===== config.mk =====
export PLATFORM = sky130hd
export DESIGN_NAME = sc_cmdsequencer
export DESIGN_NICKNAME = d
export VERILOG_FILES = /design/src/rtl/sc_cmdsequencer.sv
export SDC_FILE = /design/constraint.sdc
export NUM_CORES = 1
export LEC_CHECK = 0
export CORE_MARGIN = 5
export CORE_UTILIZATION = 27
export CTS_CLUSTER_DIAMETER = 150
export CTS_CLUSTER_SIZE = 30
export DETAILED_ROUTE_END_ITERATION = 10
export SLEW_MARGIN = 5
export SYNTH_ARGS = -nofsm -noshare
export SYNTH_HDL_FRONTEND = slang
export SYNTH_SLANG_ARGS = --single-unit

===== constraint.sdc =====
create_clock -name SC_CMDSEQ_CLOCK_50 -period 2.6 [get_ports SC_CMDSEQ_CLOCK_50]
set_input_delay 0.65 -clock SC_CMDSEQ_CLOCK_50 [delete_from_list [all_inputs] [get_ports SC_CMDSEQ_CLOCK_50]]
set_output_delay 0.65 -clock SC_CMDSEQ_CLOCK_50 [all_outputs]
set_load 0.05 [all_outputs]

===== src/rtl/sc_cmdsequencer.sv =====
// sc_cmdsequencer: scans active-low requests and issues one
// active-low command pulse per press, with optional auto-repeat.
module sc_cmdsequencer #(
  parameter int NUM_CH        = 2,
  parameter int PULSE_LEN     = 1,
  parameter int REPEAT_EN     = 0,
  parameter int REPEAT_DLY    = 16,
  parameter int REPEAT_PERIOD = 8,
  parameter int CH_W          = (NUM_CH > 1) ? $clog2(NUM_CH) : 1,
  parameter int CNT_W         = 16
) (
  input  logic              SC_CMDSEQ_CLOCK_50,
  input  logic              SC_CMDSEQ_RESET_InLow,
  input  logic [NUM_CH-1:0] SC_CMDSEQ_req_InLow,
  output logic [NUM_CH-1:0] SC_CMDSEQ_cmd_OutLow,
  output logic              SC_CMDSEQ_busy_OutHigh,
  output logic [CH_W-1:0]   SC_CMDSEQ_chan_Out
);

  typedef enum logic [2:0] {
    RESET = 3'd0,
    START = 3'd1,
    CHECK = 3'd2,
    FIRE  = 3'd3,
    HOLD  = 3'd4
  } state_t;

  localparam logic [CNT_W-1:0] PulseLast = CNT_W'(PULSE_LEN - 1);
  localparam logic [CNT_W-1:0] DlyLast   = CNT_W'(REPEAT_DLY - 1);
  localparam logic [CNT_W-1:0] PerLast   = CNT_W'(REPEAT_PERIOD - 1);

  state_t           state, stateNx;
  logic [CNT_W-1:0] cnt, cntNx;
  logic             rptFlag, rptFlagNx;
  logic [CH_W-1:0]  chan, chanNx;

  logic             anyReq;
  logic [CH_W-1:0]  lowIdx;
  logic             reqHeld;
  logic [CNT_W-1:0] thr;

  // lowest-numbered active request wins
  always_comb begin
    lowIdx = '0;
    anyReq = ~&SC_CMDSEQ_req_InLow;
    for (int i = NUM_CH - 1; i >= 0; i--) begin
      if (!SC_CMDSEQ_req_InLow[i]) lowIdx = CH_W'(i);
    end
  end

  // whether the latched channel is still being requested
  always_comb begin
    reqHeld = 1'b0;
    for (int i = 0; i < NUM_CH; i++) begin
      if (chan == CH_W'(i)) reqHeld = !SC_CMDSEQ_req_InLow[i];
    end
  end

  // state, counter, repeat flag and channel registers
  always_ff @(posedge SC_CMDSEQ_CLOCK_50 or negedge SC_CMDSEQ_RESET_InLow) begin
    if (!SC_CMDSEQ_RESET_InLow) begin
      state   <= RESET;
      cnt     <= '0;
      rptFlag <= 1'b0;
      chan    <= '0;
    end else begin
      state   <= stateNx;
      cnt     <= cntNx;
      rptFlag <= rptFlagNx;
      chan    <= chanNx;
    end
  end

  // next-state logic; first repeat waits longer than later ones
  always_comb begin
    stateNx   = state;
    cntNx     = cnt;
    rptFlagNx = rptFlag;
    chanNx    = chan;
    thr       = rptFlag ? PerLast : DlyLast;
    case (state)
      RESET: stateNx = START;
      START: stateNx = CHECK;
      CHECK: begin
        if (anyReq) begin
          chanNx    = lowIdx;
          cntNx     = '0;
          rptFlagNx = 1'b0;
          stateNx   = FIRE;
        end
      end
      FIRE: begin
        if (cnt == PulseLast) begin
          cntNx   = '0;
          stateNx = HOLD;
        end else begin
          cntNx = cnt + 1'b1;
        end
      end
      HOLD: begin
        if (!reqHeld) begin
          stateNx = CHECK;
        end else if (REPEAT_EN != 0) begin
          if (cnt == thr) begin
            rptFlagNx = 1'b1;
            cntNx     = '0;
            stateNx   = FIRE;
          end else begin
            cntNx = cnt + 1'b1;
          end
        end
      end
      default: stateNx = CHECK;
    endcase
  end

  // Moore outputs from state and latched channel only
  always_comb begin
    SC_CMDSEQ_cmd_OutLow = '1;
    if (state == FIRE) begin
      for (int i = 0; i < NUM_CH; i++) begin
        if (chan == CH_W'(i)) SC_CMDSEQ_cmd_OutLow[i] = 1'b0;
      end
    end
    SC_CMDSEQ_busy_OutHigh = (state == FIRE) || (state == HOLD);
    SC_CMDSEQ_chan_Out     = chan;
  end

endmodule


Fig. 1: run 1, cell outlines without signal wires
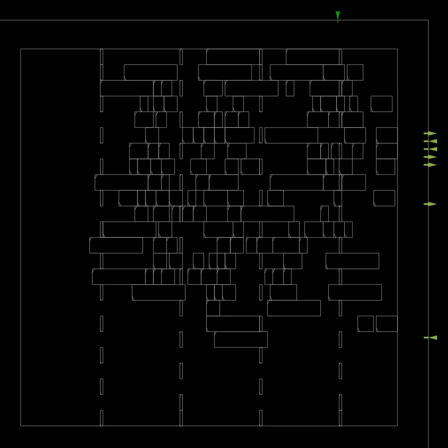
flip-flops: 20
# Taps: 52
FILL cells: 449
placeable core area: 4260 um^2
Row Count: 24

Fig. 2: run 1, cell density map
Scale: 4 px per um. The die is cut into 8 by 8 equal tiles; dark blue is low, red is high, 0 to 100% covered.
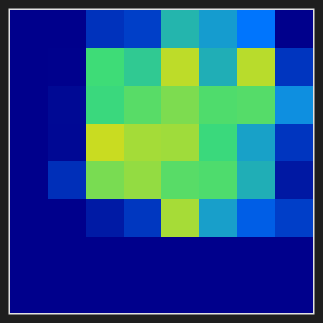
emptiest ninth of the die: south-west
densest ninth of the die: center
nearly empty tiles: 44%
mean over tiles: 22%
fullest tile: 68%
Starting Density: 27.3%
Util after Layout: 31.3%

Fig. 3: run 1, drive-strength map
Scale: 4 px per um.
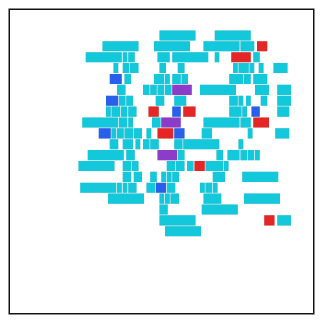
| color | size | cells |
|---|---|---|
| blue | x2 | 7 |
| purple | x6 and larger | 3 |
| cyan | x1 and smaller | 121 |
| red | x3 and x4 | 8 |

==> impl_metrics.toml, run 1 <==
# flow metrics
[drt]
drc = 0
dr.first_iter.drc_count = 31
wl_per_cell_um = 12.7
wl_met1_um = 1140

[placement]
place_ws_ns = 0.256
io_buffers = 7

[global_route]
grt_pass1_vias = 964
track_usage_pct = 9.27
grt_pass1_wl_um = 4120
antenna_found_initial = 0
grt_overflow = 0

[min_path]
holdPathStages = 1

[synthesis]
yosys_warnings = 0
synthTopCellsByCount = "dfrtp_1 (20), nand2_1 (16), nand3_1 (9)"
top_area_cell = "dfrtp_1"
yosys_cells = 129
synth-compound-area-share_pct = 19.6
flop_cell = "dfrtp_1"
xor_share_pct = 0.751
topCellsByArea = "dfrtp_1 (43%), nand2_1 (5.2%), a31oi_1 (4.3%)"

[setup_path]
worstSetupPathType = "flip-flop to output pin"
setup.worst_path.start = "state[2]"
slowest_stage = "clkdlybuf4s50_1"
r2r-end = "cnt[14]"
endpoint = "SC_CMDSEQ_busy_OutHigh"
arrival_ns = 1.85
crit_path_start_kind = "flip-flop"

[outcome]
status = "finished, final reports clean"

[clock_tree]
cts.sinks = 20
cts_resized = 1
cts_tree = "yes"

[power_and_ir_drop]
power_leakage_nw = 0.547
powerDensity_nw_per_um2 = 1070
total_power_mw = 1.43
p_clk_uw = 199
vdd_drop_max_mv = 0.261

[timing]
timing.final.crit_share_pct = 96.2
hold_viol = 0

[layout]
area_delta_synth_final_pct = 14.4
final_cells = 191
sh_comb_area_pct = 45.4

[run]
warnings = 27
drv_cap = 0
==> run 2, diff against run 1 <==
--- a/config.mk
+++ b/config.mk
@@ -5,7 +5,6 @@
 export SDC_FILE = /design/constraint.sdc
 export NUM_CORES = 1
 export LEC_CHECK = 0
-export CORE_MARGIN = 5
 export CORE_UTILIZATION = 27
 export CTS_CLUSTER_DIAMETER = 150
 export CTS_CLUSTER_SIZE = 30
Fig. 4: run 2, cell outlines without signal wires
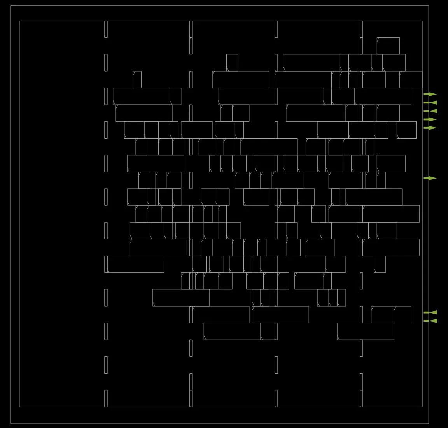
# Taps: 50
placeable core area: 4090 um^2

Fig. 5: run 2, drive-strength map
Scale: 6 px per um.
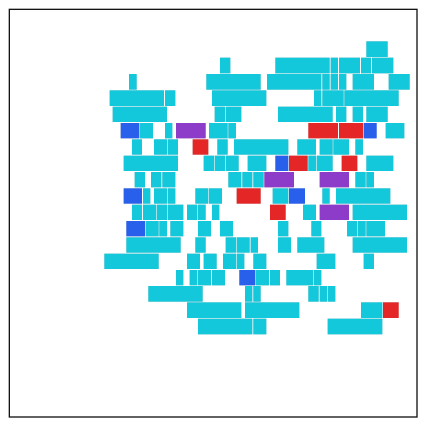
| color | size | cells |
|---|---|---|
| blue | x2 | 7 |
| cyan | x1 and smaller | 121 |
| purple | x6 and larger | 4 |
| red | x3 and x4 | 8 |
synth-to-layout area growth: 15.6%
Signal buffers: 11
final setup margin: 0.240 ns
design area: 1350 um^2

Fig. 6: run 2, signal wires on met1
Scale: 8 px per um. Supply wires on this layer in gray. Cells faint in the background.
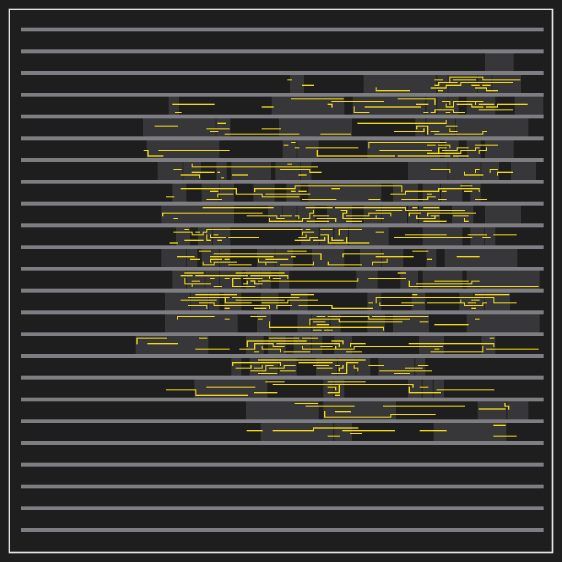
main direction: horizontal
nets with wire on the layer: 131
wire length on this layer: 1,150 um
via count: 989
final wirelength: 2480 um
GR Util met1: 14.4%

==> impl_metrics.toml, run 2 <==
# flow metrics
[outcome]
status = "finished, final reports clean"

[layout]
fillers = 432
final_core_util_pct = 33.0
seq_cell_count = 20
sh_comb_area_pct = 44.9
final_cells = 190

[run]
warnings = 27
drv_cap = 0

[drt]
wl_per_cell_um = 13.1
dr.first_iter.drc_count = 68
routed-wl-met3_um = 102
drc = 0
wl_met1_um = 1150

[timing]
timing.final.crit_share_pct = 90.8
hold_viol = 0

[clock_tree]
cts_resized = 1
cts_tree = "yes"
cts.sinks = 20

[synthesis]
synthTopCellsByCount = "dfrtp_1 (20), nand2_1 (16), nand3_1 (9)"
topCellsByArea = "dfrtp_1 (43%), nand2_1 (5.2%), a31oi_1 (4.3%)"
synth-compound-area-share_pct = 19.6
yosys_cells = 129
netlist_instances = 129
yosys_warnings = 0
top_area_cell = "dfrtp_1"

[placement]
io_buffers = 7
place_ws_ns = 0.268

[setup_path]
setup.worst_path.start = "state[1]"
worstSetupPathType = "flip-flop to output pin"
path_buffers = 1
arrival_ns = 1.71
crit_path_start_kind = "flip-flop"
endpoint = "SC_CMDSEQ_cmd_OutLow[1]"
slowest_stage = "clkdlybuf4s50_1"

[power_and_ir_drop]
powerSeq_uw = 503
power_leakage_nw = 0.568
top_power_group = "combinational logic"
total_power_mw = 1.48
p_clk_uw = 235
powerDensity_nw_per_um2 = 1100
vdd_drop_max_mv = 0.295

[global_route]
met2_usage_pct = 21.2
track_usage_pct = 12.0
antenna_found_initial = 0
grt_overflow = 0
grt_pass1_wl_um = 4150

[floorplan]
fp-utilization_pct = 28.5

[min_path]
holdPathStages = 1
